Clock nets:
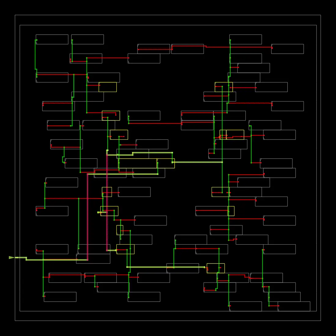
A small window of the routed layout:
Window x 31 to 56, y 31 to 56 um. Cells in grey, sequential cells in the stronger grey; small squares are vias.
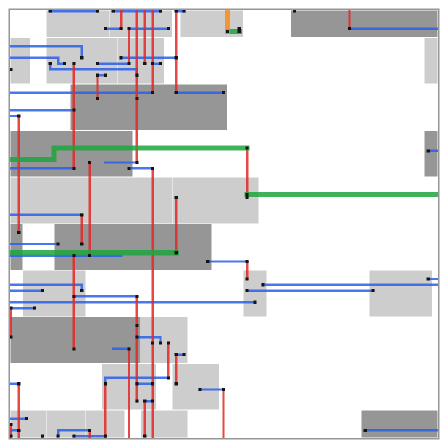
File: src/rtl/ram16k_arbiter_if.sv
// Bus bundle between the two requesting ports, the arbiter and the RAM16K.
// slave = arbiter view, master = requester/RAM view.
interface ram16k_arbiter_if;
  logic        a_req;
  logic [14:0] a_addr;
  logic [15:0] a_wdata;
  logic        a_we;
  logic        a_ack;
  logic [15:0] a_rdata;
  logic        a_err;

  logic        b_req;
  logic [14:0] b_addr;
  logic [15:0] b_wdata;
  logic        b_we;
  logic        b_ack;
  logic [15:0] b_rdata;
  logic        b_err;

  logic [14:0] ram_address;
  logic [15:0] ram_in;
  logic        ram_load;
  logic [15:0] ram_out;

  modport slave (
    input  a_req, a_addr, a_wdata, a_we,
    output a_ack, a_rdata, a_err,
    input  b_req, b_addr, b_wdata, b_we,
    output b_ack, b_rdata, b_err,
    output ram_address, ram_in, ram_load,
    input  ram_out
  );

  modport master (
    output a_req, a_addr, a_wdata, a_we,
    input  a_ack, a_rdata, a_err,
    output b_req, b_addr, b_wdata, b_we,
    input  b_ack, b_rdata, b_err,
    input  ram_address, ram_in, ram_load,
    output ram_out
  );
endinterface

File: src/rtl/ram16k_arbiter.sv
// Two-port arbiter in front of a single-ported RAM16K; one access per three cycles.
// state  | meaning
// IDLE   | waiting for a request; grant and latch the winning port
// ACCESS | latched address/data on the RAM, write strobe if in range
// DONE   | ack (and err) to the granted port, read data returned
module ram16k_arbiter #(
  parameter bit RR_ENABLE = 1'b1
) (
  input  logic              clk,
  input  logic              rst_n,
  ram16k_arbiter_if.slave   bus,
  output logic              busy
);

  typedef enum logic [1:0] {IDLE, ACCESS, DONE} state_t;

  state_t      state, state_nxt;
  logic        grant_a, grant_b;
  logic        sel_b;
  logic        last_b;
  logic        oor;
  logic [15:0] rd_val;
  logic [15:0] a_rdata_q, b_rdata_q;

  always_comb begin
    state_nxt = state;
    grant_a   = 1'b0;
    grant_b   = 1'b0;
    case (state)
      IDLE: begin
        if (bus.a_req || bus.b_req) begin
          state_nxt = ACCESS;
          // B wins alone, or on a tie when round-robin says A went last
          if (bus.b_req && (!bus.a_req || (RR_ENABLE && !last_b)))
            grant_b = 1'b1;
          else
            grant_a = 1'b1;
        end
      end
      ACCESS:  state_nxt = DONE;
      DONE:    state_nxt = IDLE;
      default: state_nxt = IDLE;
    endcase
  end

  always_ff @(posedge clk or negedge rst_n) begin
    if (!rst_n) begin
      state           <= IDLE;
      sel_b           <= 1'b0;
      last_b          <= 1'b1;
      bus.ram_address <= '0;
      bus.ram_in      <= '0;
      bus.ram_load    <= 1'b0;
      a_rdata_q       <= '0;
      b_rdata_q       <= '0;
    end else begin
      state        <= state_nxt;
      bus.ram_load <= (grant_a && bus.a_we && !bus.a_addr[14]) ||
                      (grant_b && bus.b_we && !bus.b_addr[14]);
      if (grant_a || grant_b) begin
        sel_b           <= grant_b;
        last_b          <= grant_b;
        bus.ram_address <= grant_b ? bus.b_addr  : bus.a_addr;
        bus.ram_in      <= grant_b ? bus.b_wdata : bus.a_wdata;
      end
      if (bus.a_ack) a_rdata_q <= rd_val;
      if (bus.b_ack) b_rdata_q <= rd_val;
    end
  end

  // ram_address holds the latched address through DONE, so it still qualifies range
  assign oor         = bus.ram_address[14];
  assign rd_val      = oor ? 16'h0000 : bus.ram_out;

  assign bus.a_ack   = (state == DONE) && !sel_b;
  assign bus.b_ack   = (state == DONE) &&  sel_b;
  assign bus.a_err   = bus.a_ack && oor;
  assign bus.b_err   = bus.b_ack && oor;
  assign bus.a_rdata = bus.a_ack ? rd_val : a_rdata_q;
  assign bus.b_rdata = bus.b_ack ? rd_val : b_rdata_q;
  assign busy        = (state != IDLE);

endmodule

File: src/flat_wrapper.sv
// flat-port wrapper written by rule: the top's interface ports become plain ports
module ram16k_arbiter_flat 
#(
  parameter bit RR_ENABLE = 1'b1
)
  (clk, rst_n, busy, bus_a_req, bus_a_addr, bus_a_wdata, bus_a_we, bus_a_ack, bus_a_rdata, bus_a_err, bus_b_req, bus_b_addr, bus_b_wdata, bus_b_we, bus_b_ack, bus_b_rdata, bus_b_err, bus_ram_address, bus_ram_in, bus_ram_load, bus_ram_out);
  ram16k_arbiter_if bus_i ();
  input  logic clk;
  input  logic rst_n;
  output logic busy;
  input wire logic [$bits(bus_i.a_req)-1:0] bus_a_req;
  input wire logic [$bits(bus_i.a_addr)-1:0] bus_a_addr;
  input wire logic [$bits(bus_i.a_wdata)-1:0] bus_a_wdata;
  input wire logic [$bits(bus_i.a_we)-1:0] bus_a_we;
  output wire logic [$bits(bus_i.a_ack)-1:0] bus_a_ack;
  output wire logic [$bits(bus_i.a_rdata)-1:0] bus_a_rdata;
  output wire logic [$bits(bus_i.a_err)-1:0] bus_a_err;
  input wire logic [$bits(bus_i.b_req)-1:0] bus_b_req;
  input wire logic [$bits(bus_i.b_addr)-1:0] bus_b_addr;
  input wire logic [$bits(bus_i.b_wdata)-1:0] bus_b_wdata;
  input wire logic [$bits(bus_i.b_we)-1:0] bus_b_we;
  output wire logic [$bits(bus_i.b_ack)-1:0] bus_b_ack;
  output wire logic [$bits(bus_i.b_rdata)-1:0] bus_b_rdata;
  output wire logic [$bits(bus_i.b_err)-1:0] bus_b_err;
  output wire logic [$bits(bus_i.ram_address)-1:0] bus_ram_address;
  output wire logic [$bits(bus_i.ram_in)-1:0] bus_ram_in;
  output wire logic [$bits(bus_i.ram_load)-1:0] bus_ram_load;
  input wire logic [$bits(bus_i.ram_out)-1:0] bus_ram_out;
  assign bus_i.a_req = bus_a_req;
  assign bus_i.a_addr = bus_a_addr;
  assign bus_i.a_wdata = bus_a_wdata;
  assign bus_i.a_we = bus_a_we;
  assign bus_a_ack = bus_i.a_ack;
  assign bus_a_rdata = bus_i.a_rdata;
  assign bus_a_err = bus_i.a_err;
  assign bus_i.b_req = bus_b_req;
  assign bus_i.b_addr = bus_b_addr;
  assign bus_i.b_wdata = bus_b_wdata;
  assign bus_i.b_we = bus_b_we;
  assign bus_b_ack = bus_i.b_ack;
  assign bus_b_rdata = bus_i.b_rdata;
  assign bus_b_err = bus_i.b_err;
  assign bus_ram_address = bus_i.ram_address;
  assign bus_ram_in = bus_i.ram_in;
  assign bus_ram_load = bus_i.ram_load;
  assign bus_i.ram_out = bus_ram_out;
  ram16k_arbiter #(.RR_ENABLE(RR_ENABLE)) u_core (.clk(clk), .rst_n(rst_n), .bus(bus_i), .busy(busy));
endmodule
File: config.mk
export PLATFORM = sky130hd
export DESIGN_NAME = ram16k_arbiter_flat
export DESIGN_NICKNAME = d
export VERILOG_FILES = /design/src/rtl/ram16k_arbiter_if.sv /design/src/rtl/ram16k_arbiter.sv /design/src/flat_wrapper.sv
export SDC_FILE = /design/constraint.sdc
export NUM_CORES = 1
export LEC_CHECK = 0
export CORE_UTILIZATION = 40
export DETAILED_ROUTE_END_ITERATION = 8
export HOLD_SLACK_MARGIN = 0.12
export PLACE_DENSITY = 0.78
export SLEW_MARGIN = 40
export SYNTH_ARGS = -nofsm -noshare
export SYNTH_HDL_FRONTEND = slang
export SYNTH_SLANG_ARGS = --single-unit
File: constraint.sdc
create_clock -name clk -period 3.7 [get_ports clk]
set_input_delay 0.74 -clock clk [delete_from_list [all_inputs] [get_ports clk]]
set_output_delay 0.74 -clock clk [all_outputs]
set_load 0.01 [all_outputs]
==> impl_metrics.csv <==
group,metric,value,unit
outcome,status,"finished clean",
grt,groute.layer.met3.usage,0.0834,
sta,setup_tns,0,ps
grt,final_global_route_overflow_total,0,
place,place.detailed.hpwl,5590,um
synth,synthDominantAreaCellType,"sky130_fd_sc_hd__dfrtp_1",
synth,avgSynthCellArea,11.5,um2
route,via_to_cell_ratio,5.16,
route,drc,0,
synth,synth_cell_types,23,
synth,synth.yosys.warnings,0,
sta,final-max-slew-violation-count,0,
synth,mux_share,0,
cells_and_area,share_of_cells_above_drive_strength_1,0.171,
route,detailedRoute.firstPassIterationCount,4,
clock_network,cts-resized-gates,0,
hold_path,timing.hold.worst.class,"flop to flop",
synth,post_synth_fa_ha_maj_area_fraction,0,
critical_path,r2r_start,"u_core.state[0]",
synth,enable_flop_cells,0,
die,rows,30,
grt,first_pass_grt_wire_length,12900,um
synth,ys_top_logic_family,"AND-OR/OR-AND gates",
cells_and_area,reg.largest.list,"u_core.a_rdata_q x16, u_core.b_rdata_q x16, u_core.bus.ram_in x16",
-- 'clock nets' (at the start) --
reported clock group power: 0.600 mW
number of buffers added by the clock tree synthesis step: 9

-- 'a small window of the routed layout' (at the start) --
Key: metal 4 = orange; metal 2 = red; metal 1 = blue; metal 3 = green
22 logic cells have their middle in the window. Netlist names of flops here include u_core.bus.ram_address (2). Sequential cells in the window: 5. Most frequent: dfrtp_1 (5), clkdlybuf4s50_1 (4), buf_4 (2).

## layout make-up
class / count / area [um2] / area share
clock inverters: 5 / 52.6 / 0.0113
inverters: 6 / 22.5 / 0.00483
flip-flops and latches: 68 / 1700 / 0.365
clock buffers: 10 / 138 / 0.0295
repair buffers: 157 / 1560 / 0.334
multi-input cells: 158 / 1070 / 0.229
well taps: 96 / 120 / 0.0258
## power groups by stage
stage | registers (mW) | clock network [mW] | logic (mW)
5_1_grt | 1.25 | 0.651 | 2.02
2_1_floorplan | 1.27 | 0 | 0.885
4_1_cts | 1.21 | 0.612 | 1.88
6_report | 1.21 | 0.600 | 1.86
3_5_place_dp | 1.21 | 0 | 1.88
3_3_place_gp | 1.21 | 0 | 1.84
Power and IR drop assume default switching activity.
